### config.mk
export PLATFORM = sky130hd
export DESIGN_NAME = player_motion_ctrl
export DESIGN_NICKNAME = d
export VERILOG_FILES = /design/src/rtl/player_motion_ctrl.sv
export SDC_FILE = /design/constraint.sdc
export NUM_CORES = 1
export LEC_CHECK = 0
export CAP_MARGIN = 25
export CELL_PAD_IN_SITES_DETAIL_PLACEMENT = 1
export CELL_PAD_IN_SITES_GLOBAL_PLACEMENT = 2
export CORE_MARGIN = 5
export CORE_UTILIZATION = 36
export CTS_BUF_LIST = sky130_fd_sc_hd__clkbuf_8
export CTS_CLUSTER_DIAMETER = 30
export DETAILED_ROUTE_END_ITERATION = 8
export PLACE_DENSITY = 0.9
export SLEW_MARGIN = 20
export SYNTH_ARGS = -nofsm -noshare
export SYNTH_HDL_FRONTEND = slang
export SYNTH_SLANG_ARGS = --single-unit
export TNS_END_PERCENT = 5
### constraint.sdc
create_clock -name clock -period 3.3 [get_ports clock]
set_clock_uncertainty 0.15 [all_clocks]
set_input_delay 0.495 -clock clock [delete_from_list [all_inputs] [get_ports clock]]
set_output_delay 0.495 -clock clock [all_outputs]
set_load 0.05 [all_outputs]
### src/rtl/player_motion_ctrl.sv
// Jump/duck motion controller for a side-scrolling player sprite.
// Define PLAYER_DOUBLE_JUMP_EN to allow one extra jump while airborne.
module player_motion_ctrl #(
  parameter logic [7:0]  GROUND_Y    = 8'd20,
  parameter logic [7:0]  JUMP_HEIGHT = 8'd40,
  parameter logic [7:0]  STEP        = 8'd5,
  parameter logic [25:0] TICK_DIV    = 26'h7A120,
  parameter logic [7:0]  DUCK_TICKS  = 8'd20,
  parameter logic [7:0]  NORM_H      = 8'd16,
  parameter logic [7:0]  DUCK_H      = 8'd8
) (
  input  logic       clock,
  input  logic       reset,
  input  logic       jump,
  input  logic       duck,
  output logic [7:0] player_y,
  output logic [7:0] player_h,
  output logic       airborne,
  output logic [1:0] state
);

  typedef enum logic [1:0] {
    GROUND = 2'd0,
    RISE   = 2'd1,
    FALL   = 2'd2,
    DUCK   = 2'd3
  } state_t;

  localparam logic [7:0]  APEX_BASE = GROUND_Y + JUMP_HEIGHT;
  localparam logic [25:0] TICK_LAST = TICK_DIV - 26'd1;

  state_t      state_reg, state_next;
  logic [7:0]  y_reg, y_next;
  logic [7:0]  duck_cnt_reg, duck_cnt_next;
  logic [7:0]  player_h_reg, player_h_next;
  logic        airborne_reg, airborne_next;
  logic [25:0] div_reg, div_next;
  logic        tick;

  // ---------------- request edge detection ----------------
  logic [1:0] req_in;
  logic [1:0] req_q_reg;
  logic [1:0] req_edge;
  logic       jump_edge, duck_edge;

  assign req_in = {duck, jump};

  // Held-high inputs across reset must not look like fresh requests.
  always_ff @(posedge clock) begin
    if (reset) begin
      req_q_reg <= 2'b11;
    end else begin
      req_q_reg <= req_in;
    end
  end

  generate
    for (genvar gi = 0; gi < 2; gi++) begin : g_edge
      assign req_edge[gi] = req_in[gi] & ~req_q_reg[gi];
    end
  endgenerate

  assign jump_edge = req_edge[0];
  assign duck_edge = req_edge[1];

  // ---------------- motion tick divider ----------------
  assign tick     = (div_reg == TICK_LAST);
  assign div_next = tick ? 26'd0 : div_reg + 26'd1;

  always_ff @(posedge clock) begin
    if (reset) begin
      div_reg <= 26'd0;
    end else begin
      div_reg <= div_next;
    end
  end

  // ---------------- apex / double jump ----------------
  logic [7:0] apex_cur;
  logic       dj_take;

`ifdef PLAYER_DOUBLE_JUMP_EN
  logic [7:0] apex_reg, apex_next;
  logic       dj_used_reg, dj_used_next;
  logic [8:0] dj_sum;
  logic [7:0] dj_apex;

  assign dj_sum   = {1'b0, y_reg} + {1'b0, JUMP_HEIGHT};
  assign dj_apex  = dj_sum[8] ? 8'hFF : dj_sum[7:0];
  assign apex_cur = apex_reg;
  assign dj_take  = jump_edge & ~dj_used_reg &
                    ((state_reg == RISE) || (state_reg == FALL));

  always_ff @(posedge clock) begin
    if (reset) begin
      apex_reg    <= APEX_BASE;
      dj_used_reg <= 1'b0;
    end else begin
      apex_reg    <= apex_next;
      dj_used_reg <= dj_used_next;
    end
  end

  always_comb begin
    apex_next    = apex_reg;
    dj_used_next = dj_used_reg;
    if (state_reg == GROUND && jump_edge) begin
      apex_next = APEX_BASE;
    end else if (dj_take) begin
      apex_next    = dj_apex;
      dj_used_next = 1'b1;
    end
    if (state_next == GROUND) begin
      dj_used_next = 1'b0;
    end
  end
`else
  assign apex_cur = APEX_BASE;
  assign dj_take  = 1'b0;
`endif

  // ---------------- y arithmetic ----------------
  logic [8:0] rise_sum;
  logic       rise_hit;
  logic [7:0] fall_gap;
  logic       fall_hit;

  assign rise_sum = {1'b0, y_reg} + {1'b0, STEP};
  assign rise_hit = (rise_sum >= {1'b0, apex_cur});
  // y never drops below GROUND_Y, so this difference cannot wrap.
  assign fall_gap = y_reg - GROUND_Y;
  assign fall_hit = (fall_gap <= STEP);

  // ---------------- FSM: state register ----------------
  always_ff @(posedge clock) begin
    if (reset) begin
      state_reg <= GROUND;
    end else begin
      state_reg <= state_next;
    end
  end

  // ---------------- FSM: next state ----------------
  always_comb begin
    state_next = state_reg;
    case (state_reg)
      GROUND: begin
        if (jump_edge) begin
          state_next = RISE;
        end else if (duck_edge) begin
          state_next = DUCK;
        end
      end
      RISE: begin
        if (dj_take) begin
          state_next = RISE;
        end else if (tick && rise_hit) begin
          state_next = FALL;
        end
      end
      FALL: begin
        if (dj_take) begin
          state_next = RISE;
        end else if (tick && fall_hit) begin
          state_next = GROUND;
        end
      end
      DUCK: begin
        if (tick && duck_cnt_reg == 8'd1) begin
          state_next = GROUND;
        end
      end
      default: state_next = GROUND;
    endcase
  end

  // ---------------- datapath next values ----------------
  always_comb begin
    y_next        = y_reg;
    duck_cnt_next = duck_cnt_reg;
    case (state_reg)
      GROUND: begin
        if (!jump_edge && duck_edge) begin
          duck_cnt_next = DUCK_TICKS;
        end
      end
      RISE: begin
        if (!dj_take && tick) begin
          y_next = rise_hit ? apex_cur : rise_sum[7:0];
        end
      end
      FALL: begin
        if (!dj_take && tick) begin
          y_next = fall_hit ? GROUND_Y : y_reg - STEP;
        end
      end
      DUCK: begin
        y_next = GROUND_Y;
        if (tick) begin
          duck_cnt_next = duck_cnt_reg - 8'd1;
        end
      end
      default: y_next = GROUND_Y;
    endcase
  end

  // ---------------- FSM: outputs ----------------
  always_comb begin
    player_h_next = NORM_H;
    airborne_next = 1'b0;
    case (state_next)
      DUCK:       player_h_next = DUCK_H;
      RISE, FALL: airborne_next = 1'b1;
      default:    begin
        player_h_next = NORM_H;
        airborne_next = 1'b0;
      end
    endcase
  end

  always_ff @(posedge clock) begin
    if (reset) begin
      y_reg        <= GROUND_Y;
      duck_cnt_reg <= 8'd0;
      player_h_reg <= NORM_H;
      airborne_reg <= 1'b0;
    end else begin
      y_reg        <= y_next;
      duck_cnt_reg <= duck_cnt_next;
      player_h_reg <= player_h_next;
      airborne_reg <= airborne_next;
    end
  end

  assign player_y = y_reg;
  assign player_h = player_h_reg;
  assign airborne = airborne_reg;
  assign state    = state_reg;

endmodule

run_1/drive_strength.png
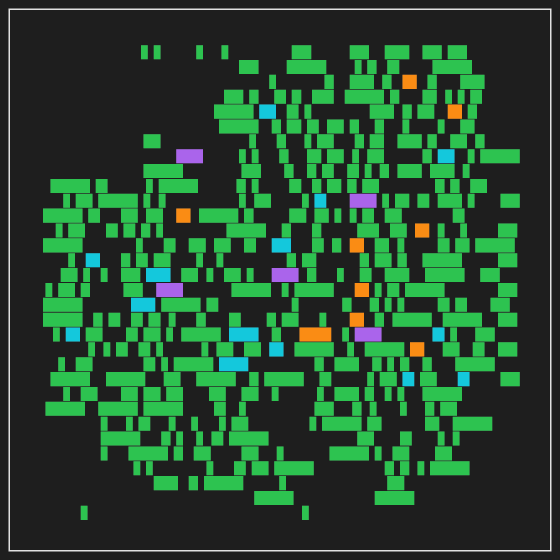
- drive 1 or less: green (cells 336)
- drive 2: cyan (cells 14)
- drive 3 to 4: orange (cells 9)
- drive 6 and up: purple (cells 5)

run_1/cell_classes.png
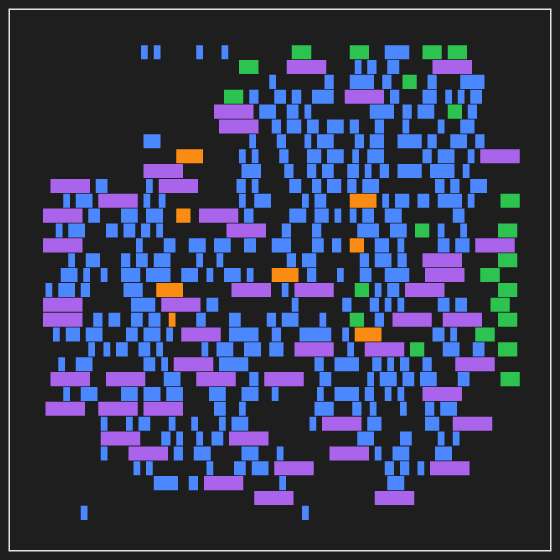
- clock drivers and dummy loads: orange (cells 8; share of their area 2.9%)
- flip-flops: purple (cells 49; share of their area 32%)
- all other logic: blue (cells 285; share of their area 58%)
- other buffers and delay cells: green (cells 22; share of their area 6.7%)

run_1/wire_density.png
Bar = 20 um. The die is cut into 20 by 20 equal tiles; dark blue is low, red is high, scaled to the fullest tile. Values are wire area over tile area, all layers added.
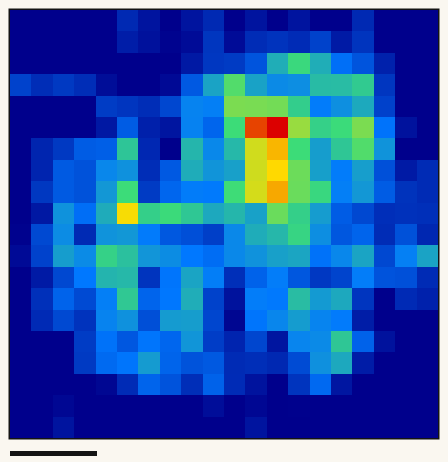
- fullest tile: 0.65
- tiles over half the peak: 5.5%
- mean over tiles: 0.11
- densest ninth of the die: centre
- emptiest ninth of the die: north-west
- nearly empty tiles: 31%

==> flow_metrics.env, run 1 <==
# source this file to load flow results
export IMPL_syn_area_sq_um=2840
export IMPL_insertion_delay_ps=310
export IMPL_grt_max_degree=26
export IMPL_slew_headroom=0.482
export IMPL_pin_count=23
export IMPL_status="finished, final reports clean"
export IMPL_wl_per_cell_um=15.3
export IMPL_path_cells="inv_1 -> ha_1 -> a21o_1 -> a311oi_1 -> a31oi_1 -> or3_1 -> a21oi_1 -> inv_1 -> ha_1 -> nor2b_1"
export IMPL_hold_path_depth=1
export IMPL_std_cell_rows=32
export IMPL_warnings=33
export IMPL_ys_flops=49
export IMPL_final_max_slew_viol_count=0
export IMPL_place_congestion=0.870
export IMPL_grt_pass1_vias=2505
export IMPL_ir_drop_v=0.000176
export IMPL_hold_violations=0
export IMPL_port_buffers=16
export IMPL_synth_edff_count=0
export IMPL_p_total_mw=1.17
export IMPL_min_to="div_reg[0]"
export IMPL_wl_um=7120
-- run 1: layer usage --
| layer | global-route usage | wire (um) | vias up |
|---|---|---|---|
| met5 | 0 | 0 | - |
| met4 | 0.0431 | 89 | 0 |
| met3 | 0.0297 | 269 | 10 |
| met2 | 0.240 | 3270 | 36 |
| met1 | 0.202 | 3500 | 1205 |
| li1 | - | - | 1246 |
-- run 1: placed cells by master (no fill, tap or decap), types with 3 or more instances in the layout --
| cell type | instances |
|---|---|
| nor2_1 | 51 |
| a21oi_1 | 16 |
| clkdlybuf4s50_1 | 16 |
| o21ai_0 | 12 |
| and3_1 | 12 |
| nand2_1 | 20 |
| a31oi_1 | 5 |
| dfxtp_1 | 49 |
| a21o_1 | 3 |
| buf_4 | 6 |
| clkbuf_8 | 5 |
| nor3_1 | 10 |
| nor4b_1 | 4 |
| nand2b_1 | 5 |
| ha_1 | 12 |
| or2_2 | 4 |
| nand4_1 | 8 |
| inv_1 | 16 |
| xnor2_1 | 12 |
| nor4_1 | 3 |
| and3_2 | 3 |
| or3_1 | 3 |
| nand3_1 | 19 |
| xor2_1 | 20 |
| and2_1 | 3 |
| conb_1 | 6 |
-- run 1: kinds of logic after synthesis --
logic type | count (synthesis) | share of synthesized area
AOI/OAI and AO/OA | 58 | 0.134
xor gates and xnor gates | 32 | 0.0986
adders and majority gates | 12 | 0.0528
buffers and inverters | 34 | 0.0564
DFF | 49 | 0.345
muxes | 2 | 0.00705
other | 1 | 0.00132
and+or+nand+nor | 160 | 0.305
-- run 1: per-stage QoR --
step                      cells  utilization  cell area [sq um]
after floorplan             353            -               2860
after global placement      458        0.400               3090
after detailed placement    458        0.400               3090
after CTS                   466        0.411               3180
after global routing        466        0.411               3180
final                       466        0.411               3180
-- run 1: how the worst max path moves through the flow --
stage,startpoint,slack (ps),depth (start not counted),end
after floorplan,player_y[2],190,11,airborne
after global placement,player_y[2],510,10,airborne
after detailed placement,player_y[2],360,10,airborne
after CTS,player_y[2],300,10,airborne
after global routing,player_y[2],30,10,airborne
final,player_y[2],290,10,airborne
-- run 1: worst max-delay path: cells and delay by family (launching register included) --
kind            cells  cell delay, ps
compound gates      4             970
fa+ha+maj           2             540
buf+inv             2             250
flops               1             460
simple gates        2             540
-- run 1: report_power, final --
part | switching, mW | total [mW] | internal (mW)
Sequential | 0.0234 | 0.633 | 0.610
Clock | 0.217 | 0.364 | 0.147
Combinational | 0.116 | 0.172 | 0.0562
Total | 0.357 | 1.17 | 0.813
-- run 1: cell usage after synthesis, drive strengths merged (2+ instances only) --
library cell and count:
nor2 51, dfxtp 49, nand2 20, nand3 20
xor2 20, a21oi 16, and3 15, inv 15
ha 12, o21ai 12, xnor2 12, nor3 11
clkbuf 10, buf 9, nand4 8, nor4b 6
a31oi 5, nand2b 5, nor4 5, or2 4
a21o 3, and2 3, or3 3, a2111oi 2
a211oi 2, a31o 2, and4 2, mux2i 2
o211ai 2, o21a 2, o311ai 2, o31ai 2
or3b 2
-- run 1: final cells by class --
type	count	area, sq um
sequential	49	981
fill	931	4550
clock inverter	3	18.8
clock buffer	5	68.8
multi-input combinational	270	1720
inverter	15	56.3
timing repair buffer	22	205
tap	102	128
run_1/density.png
Bar = 20 um. The die is cut into 10 by 10 equal tiles; dark blue is low, red is high, 0 to 100% covered.
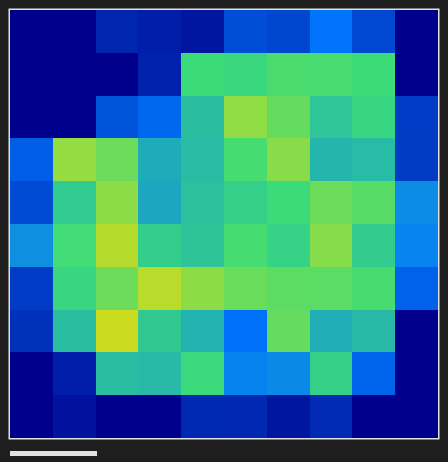

==> inputs of run 2 (changes only) <==
GPL_TIMING_DRIVEN = 0   (was default)
TNS_END_PERCENT = 20   (was 5)
run_2/density.png
Bar = 20 um. The die is cut into 10 by 10 equal tiles; dark blue is low, red is high, 0 to 100% covered.
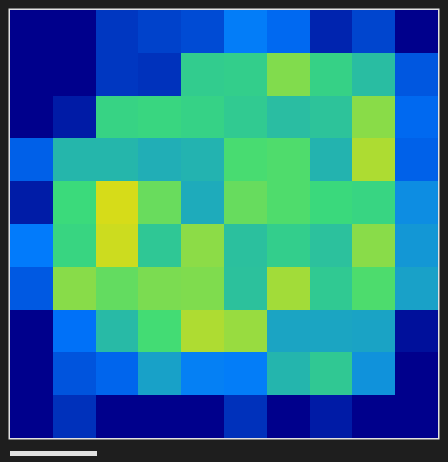
- emptiest ninth of the die: north-west
- nearly empty tiles: 16%
- densest ninth of the die: centre
- mean over tiles: 32%

run_2/final_congestion.png
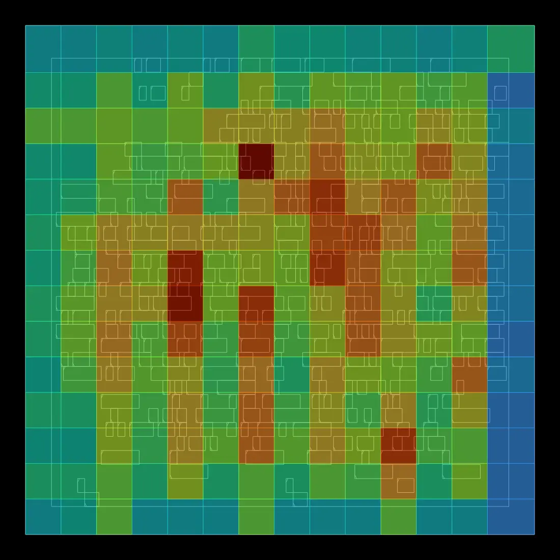
gr usage total: 0.155
final core occ: 0.421
met2 Track Usage GR: 0.260
routed len/inst: 15.4 um

==> run 2 against run 1 <==
Against the previous run: clock power up 2%; sequential share of layout area down 0.75 points; hold slack worse by 23 ps; utilization rose by 1.0 points; fmax down 3.5%; synthesized cell count did not move.
==> flow_metrics.env, run 2 <==
# source this file to load flow results
export IMPL_mux_area_frac=0.00705
export IMPL_synth_edff_count=0
export IMPL_stdcell_count=479
export IMPL_pin_count=23
export IMPL_postRouteAntennaNets=0
export IMPL_port_buffers=16
export IMPL_worstSetupStartpoint="player_y[2]"
export IMPL_grt_pass1_vias=2595
export IMPL_cp_endpoint="airborne"
export IMPL_aoi_share=0.134
export IMPL_wl_um=7360
export IMPL_grt_max_degree=17
export IMPL_ir_drop_v=0.000129
export IMPL_place_congestion=0.858
export IMPL_ys_flops=49
export IMPL_netlist_top_cells_count="nor2_1, dfxtp_1, nand2_1, xor2_1, nand3_1"
export IMPL_fin_area_sq_um=3260
export IMPL_warnings=33
export IMPL_slew_headroom=0.394
export IMPL_fillCellCount=944
export IMPL_final_max_slew_viol_count=0
export IMPL_die_h_um=98.8
export IMPL_adder_share=0.0528
export IMPL_std_cell_rows=32
export IMPL_xor_share=0.0986
export IMPL_insertion_delay_ps=320
export IMPL_simple_gate_share=0.305
export IMPL_critPathLaunchType="register"
export IMPL_dp_cells=471
export IMPL_top_cell="nor2_1"
export IMPL_status="finished, final reports clean"
export IMPL_syn_area_sq_um=2840
export IMPL_path_cells="buf_2 -> inv_1 -> ha_1 -> a21o_1 -> a311oi_2 -> a31oi_1 -> or3_1 -> a21oi_2 -> inv_1 -> ha_1 -> nor2b_1"
export IMPL_hold_violations=0
run_2/drive_strength.png
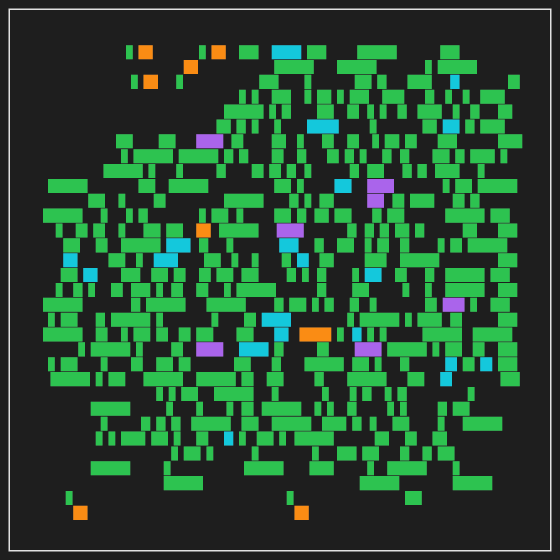
- drive 1 or less: green (cells 342)
- drive 3 to 4: orange (cells 8)
- drive 2: cyan (cells 20)
- drive 6 and up: purple (cells 7)

-- run 2: how the worst min path moves through the flow --
| stage | cells after the start | endpoint | slack, ps | startpoint |
|---|---|---|---|---|
| after floorplan | 1 | div_reg[0] | 270 | div_reg[0] |
| after global placement | 1 | div_reg[0] | 280 | div_reg[0] |
| after detailed placement | 1 | div_reg[0] | 290 | div_reg[0] |
| after CTS | 1 | div_reg[0] | 310 | div_reg[0] |
| after global routing | 1 | div_reg[0] | 330 | div_reg[0] |
| final | 1 | div_reg[0] | 300 | div_reg[0] |
-- run 2: logic make-up after synthesis --
family / count (synthesis)
AND-OR/OR-AND: 58
XOR/XNOR: 32
adder cells (fa/ha/maj): 12
buffers and inverters: 34
flip-flops: 49
multiplexers: 2
other: 1
AND/OR/NAND/NOR: 160
-- run 2: critical path, delay by kind of cell (launching register included) --
| kind | cells | cell delay (ps) |
|---|---|---|
| buffers and inverters | 3 | 470 |
| and+or+nand+nor | 2 | 560 |
| adders and majority gates | 2 | 520 |
| AOI/OAI and AO/OA | 4 | 890 |
| DFF | 1 | 410 |
-- run 2: layout make-up --
cell class	instances	area (sq um)	share of cell area
buffer	19	104	0.0319
clock inverter	3	21.3	0.00653
tap	102	128	0.0392
multi-input combinational	270	1740	0.533
timing repair buffer	16	160	0.0492
sequential	49	981	0.301
inverter	15	56.3	0.0173
clock buffer	5	68.8	0.0211
-- run 2: timing repair --
item	in CTS	in global routing
buffers inserted	0	0
gates resized	0	3
setup endpoints to repair	0	2
-- run 2: report_power, final --
part           internal, mW  switching (mW)  leakage [nW]  total, mW
Sequential            0.610          0.0151         0.397      0.625
Combinational        0.0642           0.130         0.816      0.194
Clock                 0.151           0.221        0.0445      0.372
Total                 0.825           0.366          1.26       1.19
-- run 2: routing by layer --
layer	routed length, um	up-vias	part of all wire	GRT usage
met5	0	-	0	0
met4	102	0	0.014	0.0420
met3	286	15	0.039	0.0283
met2	3490	48	0.47	0.260
met1	3480	1252	0.47	0.203
li1	-	1275	-	-
-- run 2: stage by stage --
| step | total power, mW | util | hold slack [ps] |
|---|---|---|---|
| finish | 1.19 | 0.421 | 300 |
| global route | 1.25 | 0.421 | 326 |
| CTS | 1.21 | 0.419 | 311 |
| detailed placement | 0.830 | 0.407 | 289 |
| global placement | 0.826 | 0.407 | 279 |
| floorplan | 0.775 | - | 268 |
run_2/wire_density.png
Bar = 20 um. The die is cut into 20 by 20 equal tiles; dark blue is low, red is high, scaled to the fullest tile. Values are wire area over tile area, all layers added.
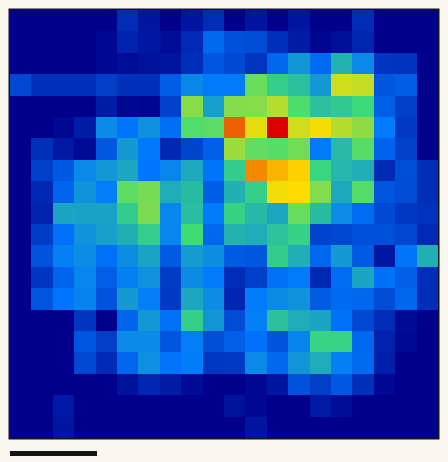

==> inputs of run 3 (changes only) <==
GPL_TIMING_DRIVEN = 1   (was 0)
MAX_ROUTING_LAYER = met4   (was default)
run_3/wire_density.png
Bar = 20 um. The die is cut into 20 by 20 equal tiles; dark blue is low, red is high, scaled to the fullest tile. Values are wire area over tile area, all layers added.
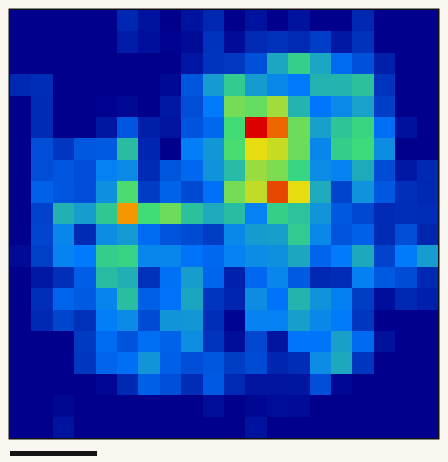
- densest ninth of the die: centre
- emptiest ninth of the die: north-west
- tiles over half the peak: 5.2%
- mean over tiles: 0.11
- fullest tile: 0.68

run_3/cell_classes.png
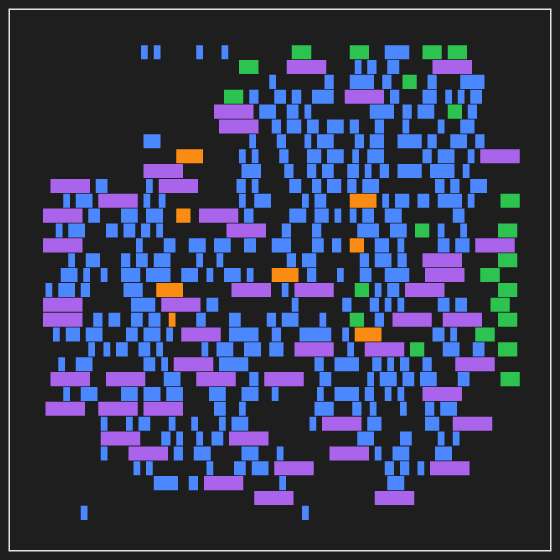
- flip-flops: purple (cells 49; share of their area 32%)
- clock drivers and dummy loads: orange (cells 8; share of their area 2.9%)
- all other logic: blue (cells 285; share of their area 58%)
- other buffers and delay cells: green (cells 22; share of their area 6.7%)

run_3/drive_strength.png
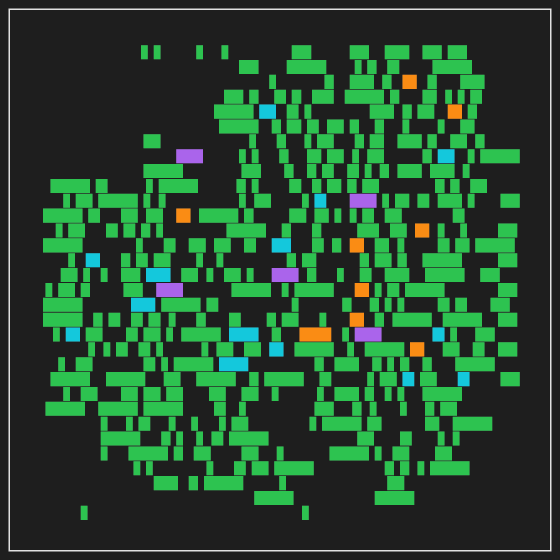
- drive 3 to 4: orange (cells 9)
- drive 1 or less: green (cells 336)
- drive 2: cyan (cells 14)
- drive 6 and up: purple (cells 5)

==> run 3 against run 2 <==
Against the previous run: routed wire length down 2.7%; non-clock buffer count down 13; die size unchanged; fmax up 3.7%; sequential power up 1%.
==> flow_metrics.env, run 3 <==
# source this file to load flow results
export IMPL_status="finished, final reports clean"
export IMPL_final_max_slew_viol_count=0
export IMPL_cts_buffers=5
export IMPL_critPathLaunchType="register"
export IMPL_synth_edff_count=0
export IMPL_postRouteAntennaNets=0
export IMPL_path_cells="inv_1 -> ha_1 -> a21o_1 -> a311oi_1 -> a31oi_1 -> or3_1 -> a21oi_1 -> inv_1 -> ha_1 -> nor2b_1"
export IMPL_cts_resized=0
export IMPL_stdcell_count=466
export IMPL_die_w_um=98.8
export IMPL_netlist_top_cells_count="nor2_1, dfxtp_1, nand2_1, xor2_1, nand3_1"
export IMPL_cp_num_cells=10
export IMPL_die_h_um=98.8
export IMPL_ys_flops=49
export IMPL_switching_power_uw=356
export IMPL_max_stage_delay_ps=460
export IMPL_post_cts_setup_buffer_count=0
export IMPL_pin_count=23
export IMPL_synth_warnings=0
export IMPL_wl_um=7160
export IMPL_yosys_cells=348
export IMPL_syn_area_sq_um=2840
export IMPL_dp_cells=458
export IMPL_place_congestion=0.884
export IMPL_holdCritStartpoint="div_reg[0]"
export IMPL_std_cell_rows=32
export IMPL_wl_per_cell_um=15.4
export IMPL_internal_power_uw=812
export IMPL_grt_pass1_vias=2498
export IMPL_port_buffers=16
export IMPL_layout_top_cell="nor2_1"
export IMPL_p_sw_frac=0.305
export IMPL_top_cell="nor2_1"
export IMPL_topCellsByArea="dfxtp_1, nor2_1, xor2_1"
export IMPL_slew_headroom=0.482
export IMPL_cp_endpoint="airborne"
export IMPL_dieArea_sq_um=9770
export IMPL_combPwrFrac=0.147
export IMPL_warnings=33
export IMPL_antenna_found_initial=0
export IMPL_worstSetupStartpoint="player_y[2]"
export IMPL_lay_top_cells="nor2_1, dfxtp_1, nand2_1, xor2_1, nand3_1"
export IMPL_grtUsageTotal=0.154
==> run 3: cell counts after synthesis <==
No cell type changed its count.
==> run 3: final cells by class <==
type                            instances  area (sq um)
Clock inverter                          3          18.8
Clock buffer                            5          68.8
Multi-Input combinational cell        270          1720
Inverter                               15          56.3
Timing Repair Buffer                   22           205
Fill cell                             931          4550
Tap cell                              102           128
Sequential cell                        49           981
==> run 3: worst min path at each step <==
stage | to | depth (start not counted)
floorplan | div_reg[0] | 1
global placement | div_reg[0] | 1
detailed placement | div_reg[0] | 1
CTS | div_reg[0] | 1
global route | div_reg[0] | 1
finish | div_reg[0] | 1
==> run 3: stage by stage <==
step / instance area (sq um) / power, mW / hold slack, ps
floorplan: 2860 / 0.775 / 268
global placement: 3090 / 0.816 / 281
global route: 3180 / 1.23 / 328
finish: 3180 / 1.17 / 323
detailed placement: 3090 / 0.818 / 297
CTS: 3180 / 1.18 / 319
==> run 3: worst register-to-register path: cells and delay by family (launching register included) <==
family	cells	cell delay, ps
flops	1	460
buf+inv	2	250
simple gates	2	540
compound gates	4	970
fa+ha+maj	2	550
==> run 3: per-layer routing <==
metal | up-vias | wire (um) | track usage
met5 | - | 0 | -
met4 | 0 | 95 | 0.0431
met3 | 10 | 255 | 0.0297
met2 | 50 | 3300 | 0.240
met1 | 1206 | 3510 | 0.203
li1 | 1247 | - | -
==> run 3: cell families after synthesis <==
kind of cell / Yosys count / share of synthesized area
AND/OR/NAND/NOR: 160 / 0.305
AND-OR/OR-AND: 58 / 0.134
flip-flops: 49 / 0.345
buffers and inverters: 34 / 0.0564
XOR/XNOR: 32 / 0.0986
adder cells (fa/ha/maj): 12 / 0.0528
multiplexers: 2 / 0.00705
other: 1 / 0.00132
==> run 3: power by group through the flow <==
stage / clock, mW / combinational, mW / sequential (mW)
after CTS: 0.378 / 0.173 / 0.633
after detailed placement: 0 / 0.172 / 0.647
after global placement: 0 / 0.170 / 0.646
after floorplan: 0 / 0.106 / 0.669
final: 0.363 / 0.172 / 0.633
after global routing: 0.407 / 0.189 / 0.637
Power is estimated from default activity; no workload was simulated.
